### Wires at chosen ports, followed through buffers

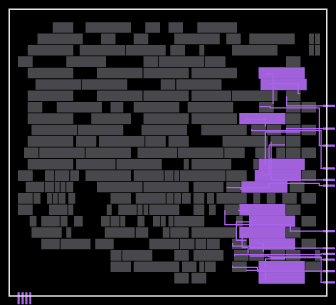
### Cell area per tile

8 x 7 tiles, from black (low) to pale yellow (high), 0 to 100% covered.
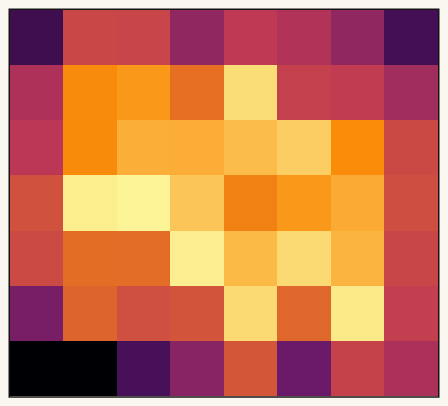
### Cell outlines without signal wires

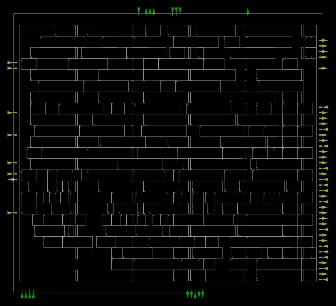
### Met3 routing

The bar under the picture is 20 um long.
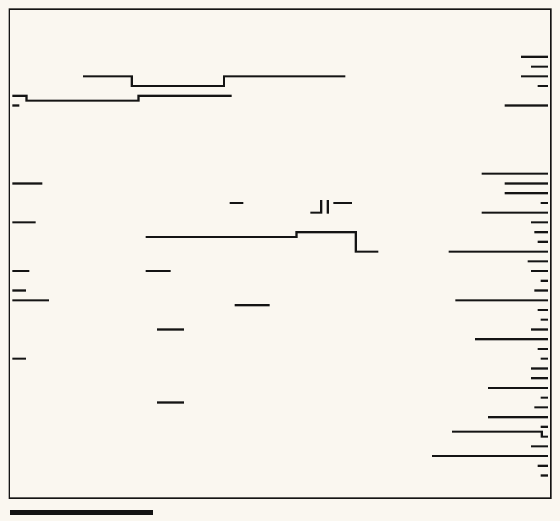
### Gate families picked out

The bar under the picture is 20 um long.
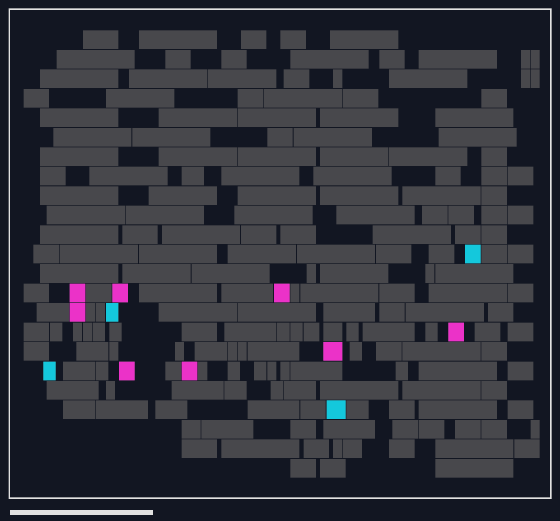
### src/rtl/ni_pkg.sv
// ni_pkg: packet field layout, field extract helpers and injection FSM states for pe_net_iface.
package ni_pkg;
    localparam int DEST_Y_OFF = 0;
    localparam int DEST_X_OFF = 2;
    localparam int SRC_Y_OFF  = 4;
    localparam int SRC_X_OFF  = 6;
    localparam int DATA_OFF   = 8;

    typedef enum logic {IDLE, SEND} ni_state_t;

    function automatic logic [63:0] pkt_dest(input logic [63:0] pkt, input int xs, input int ys);
        return pkt & ((64'd1 << (xs + ys)) - 64'd1);
    endfunction

    function automatic logic [63:0] pkt_src(input logic [63:0] pkt, input int xs, input int ys);
        return (pkt >> (xs + ys)) & ((64'd1 << (xs + ys)) - 64'd1);
    endfunction

    function automatic logic [63:0] pkt_data(input logic [63:0] pkt, input int xs, input int ys);
        return pkt >> (2 * (xs + ys));
    endfunction
endpackage

### src/rtl/ni_sync_fifo.sv
// ni_sync_fifo: count-based synchronous FIFO; full/empty come from the registered count only.
module ni_sync_fifo #(
    parameter int DATA_WIDTH = 8,
    parameter int FIFO_DEPTH = 4
) (
    input  logic                  clk,
    input  logic                  rst,
    input  logic                  i_push,
    input  logic [DATA_WIDTH-1:0] i_data,
    input  logic                  i_pop,
    output logic [DATA_WIDTH-1:0] o_data,
    output logic                  o_full,
    output logic                  o_empty
);
    localparam int AW = $clog2(FIFO_DEPTH);

    logic [DATA_WIDTH-1:0] r_mem [FIFO_DEPTH];
    logic [AW-1:0]         r_wr;
    logic [AW-1:0]         r_rd;
    logic [AW:0]           r_cnt;
    logic                  w_push;
    logic                  w_pop;

    assign o_full  = r_cnt == (AW+1)'(FIFO_DEPTH);
    assign o_empty = r_cnt == '0;
    assign w_push  = i_push & ~o_full;
    assign w_pop   = i_pop & ~o_empty;
    assign o_data  = r_mem[r_rd];

    always_ff @(posedge clk) begin
        if (rst) begin
            r_wr  <= '0;
            r_rd  <= '0;
            r_cnt <= '0;
        end else begin
            if (w_push) r_wr <= r_wr + AW'(1);
            if (w_pop) r_rd <= r_rd + AW'(1);
            r_cnt <= r_cnt + (AW+1)'(w_push) - (AW+1)'(w_pop);
        end
    end

    always_ff @(posedge clk) begin
        if (w_push) r_mem[r_wr] <= i_data;
    end
endmodule

### src/rtl/pe_net_iface.sv
// pe_net_iface: neuron PE <-> mesh switch network interface (multicast injection, 1-entry ejection).
// Define NI_PKT_CNT_EN to add the o_tx_cnt/o_rx_cnt packet counters.
module pe_net_iface
    import ni_pkg::*;
#(
    parameter int X_COORD     = 3,
    parameter int Y_COORD     = 1,
    parameter int X_SIZE      = 2,
    parameter int Y_SIZE      = 2,
    parameter int DATA_WIDTH  = 8,
    parameter int TOTAL_WIDTH = 2*X_SIZE + 2*Y_SIZE + DATA_WIDTH,
    parameter int FIFO_DEPTH  = 4,
    parameter int NUM_DEST    = 4,
    parameter logic [NUM_DEST*(X_SIZE+Y_SIZE)-1:0] DEST_LIST = 16'hEA62
) (
    input  logic                     clk,
    input  logic                     rst,
    input  logic                     i_nrn_valid,
    input  logic [DATA_WIDTH-1:0]    i_nrn_data,
    output logic                     o_nrn_ready,
    output logic                     o_sw_valid,
    output logic [TOTAL_WIDTH-1:0]   o_sw_data,
    input  logic                     i_sw_ready,
    input  logic                     i_sw_valid,
    input  logic [TOTAL_WIDTH-1:0]   i_sw_data,
    output logic                     o_sw_ready,
    output logic                     o_nrn_valid,
    output logic [DATA_WIDTH-1:0]    o_nrn_data,
    output logic [X_SIZE+Y_SIZE-1:0] o_nrn_src,
    input  logic                     i_nrn_ready
`ifdef NI_PKT_CNT_EN
    ,
    output logic [15:0]              o_tx_cnt,
    output logic [15:0]              o_rx_cnt
`endif
);
    localparam int CW = X_SIZE + Y_SIZE;
    localparam int IW = NUM_DEST > 1 ? $clog2(NUM_DEST) : 1;

    ni_state_t             r_state;
    logic [IW-1:0]         r_idx;
    logic [DATA_WIDTH-1:0] r_hold;
    logic [DATA_WIDTH-1:0] w_fifo_data;
    logic                  w_full;
    logic                  w_empty;
    logic                  w_xfer;
    logic                  w_last;
    logic                  w_pop;
    logic                  w_cap;

    ni_sync_fifo #(.DATA_WIDTH(DATA_WIDTH), .FIFO_DEPTH(FIFO_DEPTH)) u_fifo (
        .clk     (clk),
        .rst     (rst),
        .i_push  (i_nrn_valid),
        .i_data  (i_nrn_data),
        .i_pop   (w_pop),
        .o_data  (w_fifo_data),
        .o_full  (w_full),
        .o_empty (w_empty)
    );

    // Switch-facing outputs are decoded purely from registers; i_sw_ready never reaches them.
    assign o_nrn_ready = ~w_full;
    assign o_sw_valid  = r_state == SEND;
    assign o_sw_data   = {r_hold, X_SIZE'(X_COORD), Y_SIZE'(Y_COORD), DEST_LIST[r_idx*CW +: CW]};
    assign w_xfer      = o_sw_valid & i_sw_ready;
    assign w_last      = r_idx == IW'(NUM_DEST - 1);
    assign w_pop       = ~w_empty & ((r_state == IDLE) | (w_xfer & w_last));

    always_ff @(posedge clk) begin
        if (rst) begin
            r_state <= IDLE;
            r_idx   <= '0;
        end else if (w_pop) begin
            r_state <= SEND;
            r_idx   <= '0;
        end else if (w_xfer) begin
            if (w_last) r_state <= IDLE;
            else r_idx <= r_idx + IW'(1);
        end
    end

    always_ff @(posedge clk) begin
        if (w_pop) r_hold <= w_fifo_data;
    end

    assign o_sw_ready = ~o_nrn_valid | i_nrn_ready;
    assign w_cap      = i_sw_valid & o_sw_ready;

    always_ff @(posedge clk) begin
        if (rst) o_nrn_valid <= 1'b0;
        else if (w_cap) o_nrn_valid <= 1'b1;
        else if (i_nrn_ready) o_nrn_valid <= 1'b0;
    end

    always_ff @(posedge clk) begin
        if (w_cap) begin
            o_nrn_data <= DATA_WIDTH'(pkt_data(64'(i_sw_data), X_SIZE, Y_SIZE));
            o_nrn_src  <= CW'(pkt_src(64'(i_sw_data), X_SIZE, Y_SIZE));
        end
    end

`ifdef NI_PKT_CNT_EN
    always_ff @(posedge clk) begin
        if (rst) begin
            o_tx_cnt <= '0;
            o_rx_cnt <= '0;
        end else begin
            if (w_xfer) o_tx_cnt <= o_tx_cnt + 16'd1;
            if (w_cap) o_rx_cnt <= o_rx_cnt + 16'd1;
        end
    end
`endif
endmodule

### config.mk
export PLATFORM = sky130hd
export DESIGN_NAME = pe_net_iface
export DESIGN_NICKNAME = d
export VERILOG_FILES = /design/src/rtl/ni_pkg.sv /design/src/rtl/ni_sync_fifo.sv /design/src/rtl/pe_net_iface.sv
export SDC_FILE = /design/constraint.sdc
export NUM_CORES = 1
export LEC_CHECK = 0
export ABC_CLOCK_PERIOD_IN_PS = 4200
export CORE_ASPECT_RATIO = 0.9
export CORE_MARGIN = 1
export CORE_UTILIZATION = 50
export CTS_CLUSTER_SIZE = 14
export DETAILED_ROUTE_END_ITERATION = 12
export PLACE_DENSITY = 0.81
export SETUP_SLACK_MARGIN = 0.3
export SYNTH_ARGS = -nofsm -noshare
export SYNTH_HDL_FRONTEND = slang
export SYNTH_SLANG_ARGS = --single-unit
### constraint.sdc
create_clock -name clk -period 4.2 [get_ports clk]
set_input_delay 0.63 -clock clk [delete_from_list [all_inputs] [get_ports clk]]
set_output_delay 0.63 -clock clk [all_outputs]
set_load 0.005 [all_outputs]
==> results.json <==
{
  "beginning_of_the_worst_hold_path": "u_fifo.r_wr[0]",
  "yosysWarningCount": 0,
  "post_synthesis_area_per_instance_um2": 17.8,
  "dp_hpwl_um": 2780,
  "synthMuxAreaShare_pct": 9.08,
  "fin_nets": 231,
  "synthArstFlopShare_pct": 0,
  "critical_path_depth": 11,
  "xor_share_pct": 0.722,
  "power.density_nw_per_um2": 589,
  "cts_setup_buffers": 0,
  "status": "finished, final reports clean",
  "grt.busiest_layer": "met2",
  "num-fill-cells": 321,
  "top_power_group": "registers",
  "gpl.final_weighted_congestion": 0.732,
  "yosys.stat.seqShare_pct": 73.4,
  "post-place-cells": 244,
  "ant_nets": 0,
  "final-max-slew-violation-count": 0,
  "globalRouteTotalUtil_pct": 18.0,
  "simple_gate_area_share_pct": 5.52,
  "ctsHtreeMaxLevel": 3,
  "worstPathRequired_ns": 4.45,
  "internal_power_w": 0.00142,
  "flops": 63,
  "netlist_logic_family_top": "multiplexers",
  "tightestPinTransition_ns": 1.04,
  "synth_flops": 63,
  "synth_cell_types": 27,
  "cells_after_synth": 136,
  "postSynth.topFlopCell": "sky130_fd_sc_hd__edfxtp_1",
  "ys_sh_adder_pct": 4.44,
  "dr_wl_met3_um": 303,
  "synth_compound_gate_area_share_pct": 2.27,
  "netSwitchingFraction_pct": 24.5,
  "signal_inverters": 9,
  "max_slew_margin_pct": 30.4,
  "initial_antenna_violation_count": 0,
  "worstSetupStartpoint": "i_sw_ready",
  "number_of_buffers_and_inverters_on_the_critical_path": 3,
  "fp_util_pct": 53.4
}
-- 'Wires at chosen ports, followed through buffers' (at the start) --
`i_sw_data`: shown in purple, bits 16, direction input, edge 12 right, 4 bottom, end cells 12, buffers 12, wire 346 um.
Top Ports: 62
Port Buffer Count: 51

-- 'Cell area per tile' (at the start) --
The emptiest ninth of the die: bottom left. 30% of the tiles are over 75% full. The densest ninth of the die: middle. The mean over all tiles is 61%. The fullest tile reaches 98%. 3.6% of the tiles are nearly empty.

-- 'Cell outlines without signal wires' (at the start) --
register fraction of the total cell area: 55.8%
core region area: 4550 um2
row count: 23

-- 'Met3 routing' (at the start) --
The layer carries 304 um of wire. 51 nets have wire on it. The longest straight run is 20.9 um.
final WL: 4110 um
total via count in the routed design: 1324

-- 'Gate families picked out' (at the start) --
AND and OR gates: shown in magenta, cells 8. NAND gates: shown in cyan, cells 4.

